**Routed clock nets over the placement**

The bar under the picture is 20 um long.
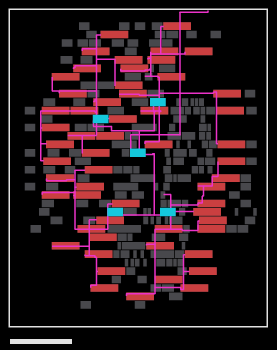
**Cell classes on the final placement**

Fill, decap, tap and diode cells in gray.
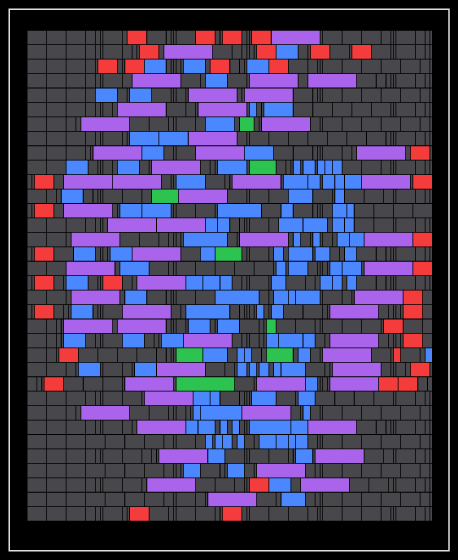
==> config.mk <==
export PLATFORM = sky130hd
export DESIGN_NAME = seven_segment_scanner
export DESIGN_NICKNAME = d
export VERILOG_FILES = /design/src/rtl/seg_pkg.sv /design/src/rtl/seg_hex_decoder.sv /design/src/rtl/seven_segment_scanner.sv
export SDC_FILE = /design/constraint.sdc
export NUM_CORES = 1
export LEC_CHECK = 0
export CORE_ASPECT_RATIO = 1.25
export CORE_MARGIN = 3
export CORE_UTILIZATION = 35
export DETAILED_ROUTE_END_ITERATION = 7
export GPL_ROUTABILITY_DRIVEN = 0
export GPL_TIMING_DRIVEN = 1
export HOLD_SLACK_MARGIN = 0.05
export RECOVER_POWER = 50
export SETUP_SLACK_MARGIN = 0.5
export SLEW_MARGIN = 30
export SYNTH_ARGS = -nofsm -noshare
export SYNTH_HDL_FRONTEND = slang
export SYNTH_SLANG_ARGS = --single-unit
==> constraint.sdc <==
create_clock -name clk -period 6.09 [get_ports clk]
set_clock_uncertainty 0.05 [all_clocks]
set_input_delay 1.218 -clock clk [delete_from_list [all_inputs] [get_ports clk]]
set_output_delay 1.218 -clock clk [all_outputs]
set_load 0.05 [all_outputs]
==> notes.md <==
flow finished, numbers: vias per inst=4.78, post-synthesis sequential area ratio=54.6%, XOR-XNOR Cells, Area Fraction=3.07%, Gate power share=12.0%, Gate Area=1100 um2, Non-clk invs=6, vias in the first global route=1532, number of enable flip-flop cells=0, grt met1 use=14.7%, tool warnings=34, pre-CTS setup slack=2680 ps, met2 wire length=2.05 mm, Max-area cell class=registers, Cell Type Count=41, CP Cell Sequence=clkdlybuf4s50_1 > clkinv_1 > clkbuf_1, Seq/total area=45.3%, unrepaired setup endpoints after global routing=false, WL/cell=13.5 um, P per Cell Area=251 nW/um2, initial antenna violation count=0, most used routing layer=met2, status=complete, but fails checks, Num CTS Buffers=5, worst vdd ir=0.0000976 V, seq pwr=0.000441 W, Worst EP arrival=3770 ps, Reg area=1400 um2, Worst path top cell family by delay=buffers and inverters, Worst R2R Setup Slack=3520 ps, area grow syn2layout=20.6%, Nets=255, Dominant cell area share=54.6%, Worst Path Buf+Inv=3, number of cells in Yosys stat=188, hold path cells=1, Total Power=0.000777 W, Mapped Area=2570 um2, Comb gates=119, yosys aoi share=4.34%, Worst-path clk slew=100 ps, Synth Area in Simple Gates=10.5%, CTS Root Cell=clkbuf_8, TritonCTS clock tree=built, Detailed Routing Iterations Pass 1=4, asr flop ratio synth=100%, Sink Count=56, top-count cell post-synth=dfrtp_1, Reg power frac=56.8%, min Tclk post-route=4030 ps, share of layout cells above drive strength 1=22.3%, total congestion overflow=0, Critical Path Fanout Max=56, setup TNS=0 ps, Placed Area=2990 um2, Routed Antenna Nets=0, # clk buffers=5, Least-Margin Pin Slew=2940 ps, Max Slew Vio Count=57, highest-power group=sequential cells, static leakage=1.41 nW, Seq cells post-synth=56, Yosys chip area=2570 um2, max_cap viols=1, total global-route track usage=11.4%, initial DRC count=46, P_int=0.000579 W, worst path required time=5830 ps, first-pass GRT wire length=7.38 mm, flop count=56, NetSw=0.000198 W, crit start category=input pin, fin crit share=66.2%, Max Fclk=0.248 GHz, drt drc=0, mux frac, synth=19.7%, IO Pins=35, adder share=5.36%, failing checks=max-capacitance violations, max-slew violations, net count after synthesis=220, Final HPWL DP=3.05 mm, CP max stage delay=2070 ps, clk cell area share=3.60%, CP Depth=3, r2r worst-path depth=6, Tapcells=90, # port buffers=34, combinational share of cell area=35.6%
## Picture notes: 'routed clock nets over the placement'
[red] flip-flops | count: 56
[magenta] clock wires | length: 665 um
[cyan] clock-net drivers | count: 5
routed clock nets: 6
part of the power in the clock network: 31.2%
Clk power: 0.000243 W
worst skew pair latency: 310 ps

## Picture notes: 'cell classes on the final placement'
[red] remaining buffers and delay cells | cells: 35 | share of their area: 12%
[green] clock drivers and dummy loads | cells: 8 | share of their area: 3.7%
[blue] remaining logic cells | cells: 125 | share of their area: 38%
[purple] sequential cells | cells: 56 | share of their area: 47%
finished layout cell area: 3090 um2
# rows: 34
final core utilization: 43.8%

-- metrics by stage --
step,hold slack [ps],cells
finish,430,314
global route,454,314
CTS,430,314
detailed placement,416,306
global placement,409,306
floorplan,392,188
-- cells in the final DEF (no fill, tap or decap), drive strengths merged, types with 2 or more instances in the layout --
master	netlist	layout
ha	11	11
o211ai	2	2
o21ai	2	2
nor2	6	6
nand2	12	12
xnor2	3	3
or2	2	2
and2	4	4
dfrtp	56	56
nor3	3	3
xor2	6	6
a21oi	6	6
nand4	3	3
a211oi	2	2
clkinv	0	2
clkbuf	2	6
nand2b	3	3
mux2	33	33
nor4	4	4
clkdlybuf4s50	0	33
nor2b	2	2
inv	6	5
and3	2	2
mux4	4	4
Power is estimated from default activity; no workload was simulated.
